`src/rtl/id_ex_stage.sv`:
```
// ID/EX pipeline register with load-use hazard detection, branch flush and a saturating stall counter.
// Latency: one cycle from the ID inputs to the EX_* outputs. A load-use hazard inserts exactly one bubble.
// Backpressure: on a hazard, Stall is raised combinationally and drops PCWrite and IFIDWrite, so ID holds while EX takes a bubble.
module id_ex_stage #(
    parameter int DATA_WIDTH     = 32,
    parameter int REG_ADDR_WIDTH = 5,
    parameter int CNT_WIDTH      = 16
) (
    input  logic                      clk,
    input  logic                      reset,
    input  logic                      Flush,
    input  logic [1:0]                ALUOp,
    input  logic                      MemRead,
    input  logic                      MemWrite,
    input  logic                      MemtoReg,
    input  logic                      RegDst,
    input  logic                      RegWrite,
    input  logic                      ALUSrc,
    input  logic [DATA_WIDTH-1:0]     ReadData1,
    input  logic [DATA_WIDTH-1:0]     ReadData2,
    input  logic [DATA_WIDTH-1:0]     SignExtImm,
    input  logic [REG_ADDR_WIDTH-1:0] Rs,
    input  logic [REG_ADDR_WIDTH-1:0] Rt,
    input  logic [REG_ADDR_WIDTH-1:0] Rd,
    input  logic [5:0]                Funct,
    output logic                      Stall,
    output logic                      PCWrite,
    output logic                      IFIDWrite,
    output logic [1:0]                EX_ALUOp,
    output logic                      EX_MemRead,
    output logic                      EX_MemWrite,
    output logic                      EX_MemtoReg,
    output logic                      EX_RegDst,
    output logic                      EX_RegWrite,
    output logic                      EX_ALUSrc,
    output logic [DATA_WIDTH-1:0]     EX_ReadData1,
    output logic [DATA_WIDTH-1:0]     EX_ReadData2,
    output logic [DATA_WIDTH-1:0]     EX_Imm,
    output logic [REG_ADDR_WIDTH-1:0] EX_Rs,
    output logic [REG_ADDR_WIDTH-1:0] EX_Rt,
    output logic [REG_ADDR_WIDTH-1:0] EX_Rd,
    output logic [5:0]                EX_Funct,
    output logic                      EX_Valid,
    output logic [CNT_WIDTH-1:0]      StallCount
);

    // Control bits produced by the opcode control unit.
    typedef struct packed {
        logic [1:0] alu_op;
        logic       mem_read;
        logic       mem_write;
        logic       mem_to_reg;
        logic       reg_dst;
        logic       reg_write;
        logic       alu_src;
    } ctrl_t;

    // Complete EX-stage payload. An all-zero value is a bubble.
    typedef struct packed {
        ctrl_t                     ctrl;
        logic [DATA_WIDTH-1:0]     read_data1;
        logic [DATA_WIDTH-1:0]     read_data2;
        logic [DATA_WIDTH-1:0]     imm;
        logic [REG_ADDR_WIDTH-1:0] rs;
        logic [REG_ADDR_WIDTH-1:0] rt;
        logic [REG_ADDR_WIDTH-1:0] rd;
        logic [5:0]                funct;
        logic                      valid;
    } ex_bundle_t;

    ex_bundle_t ex_q;
    ex_bundle_t id_bundle;
    ex_bundle_t ex_next;

    logic uses_rt;
    logic rs_match;
    logic rt_match;
    logic hazard;
    logic bubble;
    logic [CNT_WIDTH-1:0] stall_count_q;

    // lw and addi take their second operand from the immediate. Only R-type and sw read Rt.
    assign uses_rt  = ~ALUSrc | MemWrite;
    assign rs_match = (ex_q.rt == Rs);
    assign rt_match = uses_rt & (ex_q.rt == Rt);

    // A load in EX whose destination feeds ID. Writes to $0 are never real dependencies.
    assign hazard = ex_q.valid & ex_q.ctrl.mem_read & (ex_q.rt != '0) & (rs_match | rt_match);

    // A flushed instruction is discarded, so it must not hold the PC. Reset forces Stall low.
    assign Stall     = hazard & ~Flush & ~reset;
    assign PCWrite   = ~Stall;
    assign IFIDWrite = ~Stall;
    assign bubble    = Flush | Stall;

    // Gather the ID-stage fields into the EX payload format.
    always_comb begin
        id_bundle                 = '0;
        id_bundle.ctrl.alu_op     = ALUOp;
        id_bundle.ctrl.mem_read   = MemRead;
        id_bundle.ctrl.mem_write  = MemWrite;
        id_bundle.ctrl.mem_to_reg = MemtoReg;
        id_bundle.ctrl.reg_dst    = RegDst;
        id_bundle.ctrl.reg_write  = RegWrite;
        id_bundle.ctrl.alu_src    = ALUSrc;
        id_bundle.read_data1      = ReadData1;
        id_bundle.read_data2      = ReadData2;
        id_bundle.imm             = SignExtImm;
        id_bundle.rs              = Rs;
        id_bundle.rt              = Rt;
        id_bundle.rd              = Rd;
        id_bundle.funct           = Funct;
        id_bundle.valid           = 1'b1;
    end

    // Flush and stall both load an all-zero bubble. A bubble has MemRead low, so it cannot raise a hazard on the next cycle.
    always_comb begin
        ex_next = id_bundle;
        if (bubble) begin
            ex_next = '0;
        end
    end

    // ID/EX pipeline register.
    always_ff @(posedge clk or posedge reset) begin
        if (reset) begin
            ex_q <= '0;
        end else begin
            ex_q <= ex_next;
        end
    end

    // Count stall cycles for debug. The counter saturates at all-ones.
    always_ff @(posedge clk or posedge reset) begin
        if (reset) begin
            stall_count_q <= '0;
        end else if (Stall && (stall_count_q != {CNT_WIDTH{1'b1}})) begin
            stall_count_q <= stall_count_q + 1'b1;
        end
    end

    assign EX_ALUOp     = ex_q.ctrl.alu_op;
    assign EX_MemRead   = ex_q.ctrl.mem_read;
    assign EX_MemWrite  = ex_q.ctrl.mem_write;
    assign EX_MemtoReg  = ex_q.ctrl.mem_to_reg;
    assign EX_RegDst    = ex_q.ctrl.reg_dst;
    assign EX_RegWrite  = ex_q.ctrl.reg_write;
    assign EX_ALUSrc    = ex_q.ctrl.alu_src;
    assign EX_ReadData1 = ex_q.read_data1;
    assign EX_ReadData2 = ex_q.read_data2;
    assign EX_Imm       = ex_q.imm;
    assign EX_Rs        = ex_q.rs;
    assign EX_Rt        = ex_q.rt;
    assign EX_Rd        = ex_q.rd;
    assign EX_Funct     = ex_q.funct;
    assign EX_Valid     = ex_q.valid;
    assign StallCount   = stall_count_q;

endmodule

```
`config.mk`:
```
export PLATFORM = sky130hd
export DESIGN_NAME = id_ex_stage
export DESIGN_NICKNAME = d
export VERILOG_FILES = /design/src/rtl/id_ex_stage.sv
export SDC_FILE = /design/constraint.sdc
export NUM_CORES = 1
export LEC_CHECK = 0
export ABC_AREA = 1
export CAP_MARGIN = 20
export CORE_ASPECT_RATIO = 0.75
export CORE_MARGIN = 3
export CORE_UTILIZATION = 38
export DETAILED_ROUTE_END_ITERATION = 8
export PLACE_DENSITY = 0.76
export REMOVE_ABC_BUFFERS = 1
export SKIP_CTS_REPAIR_TIMING = 1
export SLEW_MARGIN = 20
export SYNTH_ARGS = -nofsm -noshare
export SYNTH_HDL_FRONTEND = slang
export SYNTH_SLANG_ARGS = --single-unit
```
`constraint.sdc`:
```
create_clock -name clk -period 4.6 [get_ports clk]
set_clock_uncertainty 0.05 [all_clocks]
set_input_delay 0.46 -clock clk [delete_from_list [all_inputs] [get_ports clk]]
set_output_delay 0.46 -clock clk [all_outputs]
set_load 0.01 [all_outputs]
```
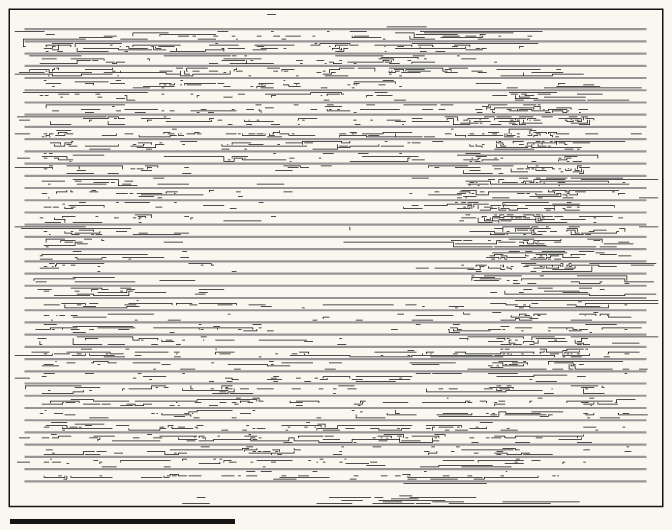
met1.png
Bar = 50 um. Supply wires on this layer in grey.
- nets with wire on the layer: 864
- longest straight run: 31.7 um
- share of all routed wire: 38%
- main direction: horizontal
via count: 4522
WL final: 15100 um

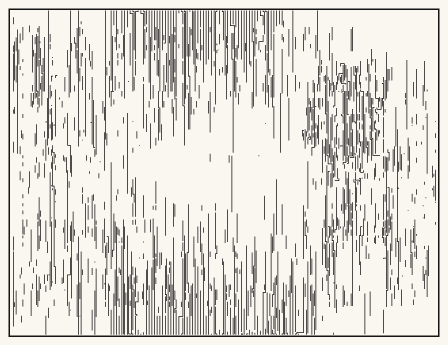
met2.png
- longest straight run: 46.0 um
- nets with wire on the layer: 789
- share of all routed wire: 50%
- main direction: vertical
- wire length on this layer: 7550 um

==> metrics.cfg <==
[synthesis]
synthTopLogicFamily=simple AND/OR/NAND/NOR gates
yosys_cells=594
avgSynthCellArea_um2=9.29
yosysMostFrequentCell=inv_1
top_area_cell=dfrtp_1
ys_sh_aoi_pct=0.272
simple_gate_area_share_pct=21.6

[power_and_ir_drop]
powerComb_uw=391
powerSeq_mw=1.33
pwr-share-seq_pct=42.4
irDropWorstVdd_mv=0.236

[sta]
slew_headroom_pct=43.5
tightest_slew_ps=847

[critical_path]
worstPathCellList=clkdlybuf4s50_1, inv_1, nand2_1, nand2_1, nor2_1, nand3_1, nand2_2, nand2_2, inv_1, clkdlybuf4s50_1
crit_family=buffers and inverters
slowest_delay_ps=530

[route]
highest_layer=met4
routedWlPerCell_um=14.0

[clock_tree]
numCtsBuffers=17
tritoncts=yes

[grt]
top_usage_layer=met2

[run_status]
status=complete, no violations

[cells_and_area]
fillers=1127
diodes=0
logic_gate_count=274
comb_area_um2=1240
post-route-util_pct=64.7

[floorplanning]
core-area_um2=13900

[placement]
placed_area_um2=8400

[run]
cap_violations=0

Power is estimated from default activity; no workload was simulated.
